File: src/rtl/muldiv_pkg.sv
// ============================================================================
// Module   : muldiv_pkg
// Purpose  : Shared types and constants for the iterative multiply/divide unit.
// Revision : 1.0  initial release
// ============================================================================
`default_nettype none

package muldiv_pkg;

   typedef enum logic [1:0] {
      IDLE = 2'd0,
      CALC = 2'd1,
      FIX  = 2'd2
   } state_e;

   localparam logic OP_MUL = 1'b0;
   localparam logic OP_DIV = 1'b1;

   localparam int MAX_WIDTH = 64;
   localparam logic [MAX_WIDTH-1:0] DIVZERO_LO = '1;

endpackage

`default_nettype wire

File: src/rtl/muldiv_absneg.sv
// ============================================================================
// Module   : muldiv_absneg
// Purpose  : Conditional two's-complement negate (magnitude / sign restore).
// Revision : 1.0  initial release
// ============================================================================
`default_nettype none

module muldiv_absneg #(
   parameter int WIDTH = 32
) (
   input  logic [WIDTH-1:0] din,
   input  logic             neg,
   output logic [WIDTH-1:0] dout
);

   assign dout = neg ? ({WIDTH{1'b0}} - din) : din;

endmodule

`default_nettype wire

File: src/rtl/muldiv_sequencer.sv
// ============================================================================
// Module   : muldiv_sequencer
// Purpose  : Iterative MULT/MULTU/DIV/DIVU controller owning HI/LO.
//            Optional macro MULDIV_EARLY_EXIT_EN: multiply leaves CALC early.
// Revision : 1.0  initial release
// ============================================================================
`default_nettype none

module muldiv_sequencer
   import muldiv_pkg::*;
#(
   parameter int WIDTH = 32
) (
   input  logic             clk,
   input  logic             rst_n,
   input  logic             Req_EX,
   input  logic             Op_EX,
   input  logic             Signed_EX,
   input  logic [WIDTH-1:0] SrcA_EX,
   input  logic [WIDTH-1:0] SrcB_EX,
   input  logic             HiLoRd_EX,
   input  logic             Kill,
   output logic             StallReq,
   output logic             Busy,
   output logic             Done,
   output logic [WIDTH-1:0] Hi,
   output logic [WIDTH-1:0] Lo
);

   localparam int CNT_W = $clog2(WIDTH);

   state_e               state_q, state_d;
   logic [CNT_W-1:0]     cnt_q, cnt_d;
   logic [2*WIDTH-1:0]   acc_q, acc_d;
   logic [WIDTH-1:0]     b_q, b_d;
   logic                 op_q, op_d;
   logic                 sgn_res_q, sgn_res_d;
   logic                 sgn_rem_q, sgn_rem_d;
   logic                 divz_q, divz_d;
   logic                 done_q, done_d;
   logic [WIDTH-1:0]     hi_q, hi_d;
   logic [WIDTH-1:0]     lo_q, lo_d;

   logic [WIDTH-1:0]     a_mag, b_mag;
   logic                 accept;
   logic [WIDTH:0]       mul_sum;
   logic [2*WIDTH-1:0]   mul_next;
   logic [WIDTH:0]       div_shift;
   logic                 div_ge;
   logic [WIDTH-1:0]     div_diff;
   logic [2*WIDTH-1:0]   div_next;
   logic                 calc_last;
   logic [2*WIDTH-1:0]   prod_raw, prod_fix;
   logic [WIDTH-1:0]     quo_fix, rem_fix;

   muldiv_absneg #(.WIDTH(WIDTH)) u_abs_a (
      .din (SrcA_EX),
      .neg (Signed_EX & SrcA_EX[WIDTH-1]),
      .dout(a_mag)
   );

   muldiv_absneg #(.WIDTH(WIDTH)) u_abs_b (
      .din (SrcB_EX),
      .neg (Signed_EX & SrcB_EX[WIDTH-1]),
      .dout(b_mag)
   );

   assign accept = (state_q == IDLE) & Req_EX & ~Kill;

   // Multiply: accumulator {hi, multiplier}, add multiplicand on LSB then shift right.
   assign mul_sum  = {1'b0, acc_q[2*WIDTH-1:WIDTH]} + (acc_q[0] ? {1'b0, b_q} : '0);
   assign mul_next = {mul_sum, acc_q[WIDTH-1:1]};

   // Divide: accumulator {remainder, dividend}; restoring trial subtract.
   assign div_shift = {acc_q[2*WIDTH-1:WIDTH], acc_q[WIDTH-1]};
   assign div_ge    = div_shift >= {1'b0, b_q};
   assign div_diff  = div_shift[WIDTH-1:0] - b_q;
   assign div_next  = {(div_ge ? div_diff : div_shift[WIDTH-1:0]), acc_q[WIDTH-2:0], div_ge};

`ifdef MULDIV_EARLY_EXIT_EN
   logic mul_rem_nz;

   // Multiplier bits still waiting to be consumed after this step: acc_q[cnt_q:1].
   always_comb begin
      mul_rem_nz = 1'b0;
      for (int i = 0; i < WIDTH-1; i++) begin
         if ((CNT_W'(i) < cnt_q) && acc_q[i+1]) mul_rem_nz = 1'b1;
      end
   end

   assign calc_last = (cnt_q == '0) || ((op_q == OP_MUL) && !mul_rem_nz);
   assign prod_raw  = acc_q >> cnt_q;
`else
   assign calc_last = (cnt_q == '0);
   assign prod_raw  = acc_q;
`endif

   muldiv_absneg #(.WIDTH(2*WIDTH)) u_neg_prod (
      .din (prod_raw),
      .neg (sgn_res_q),
      .dout(prod_fix)
   );

   muldiv_absneg #(.WIDTH(WIDTH)) u_neg_quo (
      .din (acc_q[WIDTH-1:0]),
      .neg (sgn_res_q),
      .dout(quo_fix)
   );

   muldiv_absneg #(.WIDTH(WIDTH)) u_neg_rem (
      .din (acc_q[2*WIDTH-1:WIDTH]),
      .neg (sgn_rem_q),
      .dout(rem_fix)
   );

   always_comb begin
      state_d   = state_q;
      cnt_d     = cnt_q;
      acc_d     = acc_q;
      b_d       = b_q;
      op_d      = op_q;
      sgn_res_d = sgn_res_q;
      sgn_rem_d = sgn_rem_q;
      divz_d    = divz_q;
      done_d    = 1'b0;
      hi_d      = hi_q;
      lo_d      = lo_q;
      case (state_q)
         IDLE: begin
            if (accept) begin
               acc_d     = {{WIDTH{1'b0}}, (Op_EX == OP_DIV) ? a_mag : b_mag};
               b_d       = (Op_EX == OP_DIV) ? b_mag : a_mag;
               op_d      = Op_EX;
               sgn_res_d = Signed_EX & (SrcA_EX[WIDTH-1] ^ SrcB_EX[WIDTH-1]);
               sgn_rem_d = Signed_EX & SrcA_EX[WIDTH-1];
               divz_d    = (SrcB_EX == '0);
               cnt_d     = CNT_W'(WIDTH-1);
               state_d   = CALC;
            end
         end
         CALC: begin
            if (Kill) begin
               state_d = IDLE;
            end else begin
               acc_d = (op_q == OP_DIV) ? div_next : mul_next;
               if (calc_last) state_d = FIX;
               else           cnt_d   = cnt_q - CNT_W'(1);
            end
         end
         FIX: begin
            state_d = IDLE;
            if (!Kill) begin
               done_d = 1'b1;
               if (op_q == OP_DIV) begin
                  // Divide-by-zero: remainder sign restore already yields raw dividend.
                  lo_d = divz_q ? DIVZERO_LO[WIDTH-1:0] : quo_fix;
                  hi_d = rem_fix;
               end else begin
                  {hi_d, lo_d} = prod_fix;
               end
            end
         end
         default: state_d = IDLE;
      endcase
   end

   always_ff @(posedge clk) begin
      if (!rst_n) begin
         state_q   <= IDLE;
         cnt_q     <= '0;
         acc_q     <= '0;
         b_q       <= '0;
         op_q      <= 1'b0;
         sgn_res_q <= 1'b0;
         sgn_rem_q <= 1'b0;
         divz_q    <= 1'b0;
         done_q    <= 1'b0;
         hi_q      <= '0;
         lo_q      <= '0;
      end else begin
         state_q   <= state_d;
         cnt_q     <= cnt_d;
         acc_q     <= acc_d;
         b_q       <= b_d;
         op_q      <= op_d;
         sgn_res_q <= sgn_res_d;
         sgn_rem_q <= sgn_rem_d;
         divz_q    <= divz_d;
         done_q    <= done_d;
         hi_q      <= hi_d;
         lo_q      <= lo_d;
      end
   end

   assign Busy     = (state_q != IDLE);
   assign Done     = done_q;
   assign Hi       = hi_q;
   assign Lo       = lo_q;
   assign StallReq = (Busy | done_q) & (HiLoRd_EX | (Req_EX & ~accept));

endmodule

`default_nettype wire

File: config.mk
export PLATFORM = sky130hd
export DESIGN_NAME = muldiv_sequencer
export DESIGN_NICKNAME = d
export VERILOG_FILES = /design/src/rtl/muldiv_pkg.sv /design/src/rtl/muldiv_absneg.sv /design/src/rtl/muldiv_sequencer.sv
export SDC_FILE = /design/constraint.sdc
export NUM_CORES = 1
export LEC_CHECK = 0
export CAP_MARGIN = 0
export CORE_ASPECT_RATIO = 1.4
export CORE_MARGIN = 2
export CORE_UTILIZATION = 53
export DETAILED_ROUTE_END_ITERATION = 6
export PLACE_DENSITY = 0.78
export SLEW_MARGIN = 20
export SYNTH_ARGS = -nofsm -noshare
export SYNTH_HDL_FRONTEND = slang
export SYNTH_SLANG_ARGS = --single-unit
File: constraint.sdc
create_clock -name clk -period 2.97 [get_ports clk]
set_clock_uncertainty 0.05 [all_clocks]
set_input_delay 0.594 -clock clk [delete_from_list [all_inputs] [get_ports clk]]
set_output_delay 0.594 -clock clk [all_outputs]
set_load 0.05 [all_outputs]
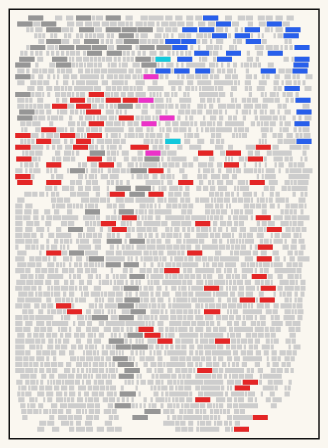
run_1/ff_map.png
Other sequential cells in the stronger grey, the rest of the logic in the fainter grey.
| colour | signal | sequential cells |
|---|---|---|
| cyan | state_q | 2 |
| blue | Hi | 32 |
| magenta | cnt_q | 5 |
| red | acc_q | 64 |
Seq power: 2480 µW
Final Util: 75.5%

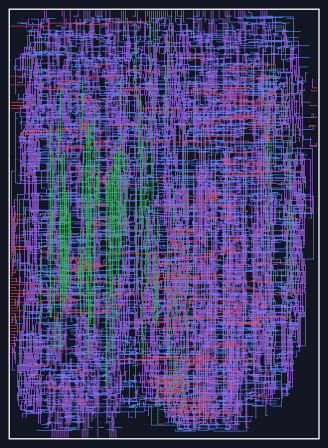
run_1/layers.png
| colour | layer | wire length |
|---|---|---|
| red | M3 | 3380 µm |
| purple | M2 | 27.5 mm |
| blue | M1 | 20.9 mm |
| green | M4 | 5330 µm |

==> job_summary.md <==
## Implementation flow summary

| Metric | Value |
|---|---|
| Crit path to | acc_q[44] |
| Yosys adder share | 6.41% |
| Design Power | 7310 µW |
| Tot GR Track Use | 37.8% |
| Post-Place Cells | 2608 |
| Final non-clock buffer share | 21.6% |
| Max Slew Vio Count | 0 |
| Number of enable flip-flop cells | 0 |
| Seq pwr share | 34.0% |
| Core area | 26700 µm² |
| Top area cells in the synthesized netlist | dfxtp_1 24%, a21oi_1 7.1%, xor2_1 6.3%, ha_1 6.1%, o21ai_0 5.8% |
| Port bufs | 137 |
| Number of setup buffers added after CTS | 6 |
| Post-synth seq share | 24.1% |
| Hold depth | 2 |
| CTS tree | done |
| Fin Setup TNS | -117 ps |
| Chip width | 143 µm |
| Top non-seq family | AND-OR/OR-AND gates |
| Drt wl/cell | 21.3 µm |
| Place WS | -577 ps |
| Leak pwr | 0.00840 µW |
| DRC | 7 |
| Area grow syn2layout | 40.8% |
| Biggest register | acc_q |
| Wl on met1 | 20.9 mm |
| Status | finished, violations left |
| Largest net degree at the start of global routing | 76 |
| Mapped Area | 14300 µm² |
| Nonclk buf count | 511 |
| TritonCTS buffer count | 17 |
| Inverters | 63 |
| Clock transition at path regs | 80 ps |
| Post-DRT Antenna Nets | 0 |
| Initial DRC count | 1552 |
| I/O pins | 138 |
| Max VDD drop | 0.370 mV |
| Rel. slew slack | 36.8% |
| Crit-path max FO | 6 |
| Req. time, crit path | 3280 ps |
| Final WS setup | -88.3 ps |
| Hold_sp | Hi[19] |
| CP Depth | 15 |
| Clk_buf instances | 17 |
| Sw Ratio | 36.5% |
| MUX share of area | 4.61% |
| Yosys top cell by area | dfxtp_1 |
| Initial cell density of the core | 53.6% |
| ANT cells | 0 |
| RSZ-0062 raised after global routing | true |
| Final setup vio count | 2 |
| Reg-to-Reg Start | b_q[12] |
| Flops out of synthesis | 172 |
| Layout cells sized above 1 | 25.8% |
| Tool warnings | 29 |
| Fillers | 1978 |
| Post-DR vias/cell | 6.30 |
| Arr. time, crit path | 3370 ps |
| Tapcell count | 328 |
| CP dominant cell by count | buf_4 |
| Clk. pwr | 2340 µW |
| Asr flop ratio synth | 0% |
| CTS Buffer Depth | 2 |
| # rows | 71 |
| Failing checks | design-rule violations, negative setup slack |
| Startpoint Class | flip-flop |
| Logic power comb | 2490 µW |
| Non-Filler Instances | 2678 |
| Top Family by Delay on Critical Path | AND-OR/OR-AND gates |
| Hold crit path type | reg -> reg |
| FMAX | 0.327 GHz |
| Crit-path max cell delay | 340 ps |
| Largest register FFs | 64 |
| Clk pwr share | 32.0% |
| Clk_lat worst skew | 460 ps |
| Leading cell kind | multi-input combinational cells |
| Slew at the pin closest to its max-slew limit | 939 ps |
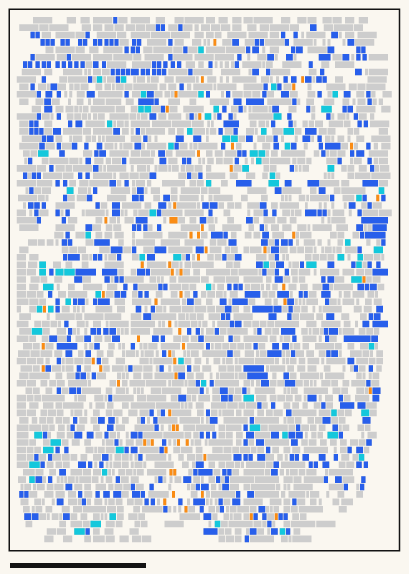
run_1/gates.png
Bar = 50 µm.
| colour | family | cells | most used |
|---|---|---|---|
| cyan | and/or cells | 78 | or3_1 |
| orange | inv cells | 63 | inv_1 |
| blue | aoi and oai cells | 585 | a21oi_1 |

[run 1: cells in the final DEF (no fill, tap or decap), drive strengths merged, types with 16 or more instances in the layout]
master         synthesis  final
buf                   27    376
nor2                 217    217
a21oi                204    204
o21ai                173    173
dfxtp                172    172
nand2                171    171
clkdlybuf4s50          0    117
xor2                 102    102
xnor2                 73     73
inv                   63     71
ha                    70     70
mux2i                 59     59
a211oi                42     42
nand3                 36     36
nor3                  34     34
o31ai                 26     26
a21o                  25     25
nand4                 24     24
o211ai                22     22
a31oi                 20     20
or3                   19     19
clkbuf               107     18
or4                   18     18
nor4                  18     18
dlymetal6s2s           0     17
a22oi                 17     17
o22ai                 17     17
nand2b                17     17
and3                  16     16
o41ai                 16     16
Power and IR drop assume default switching activity.
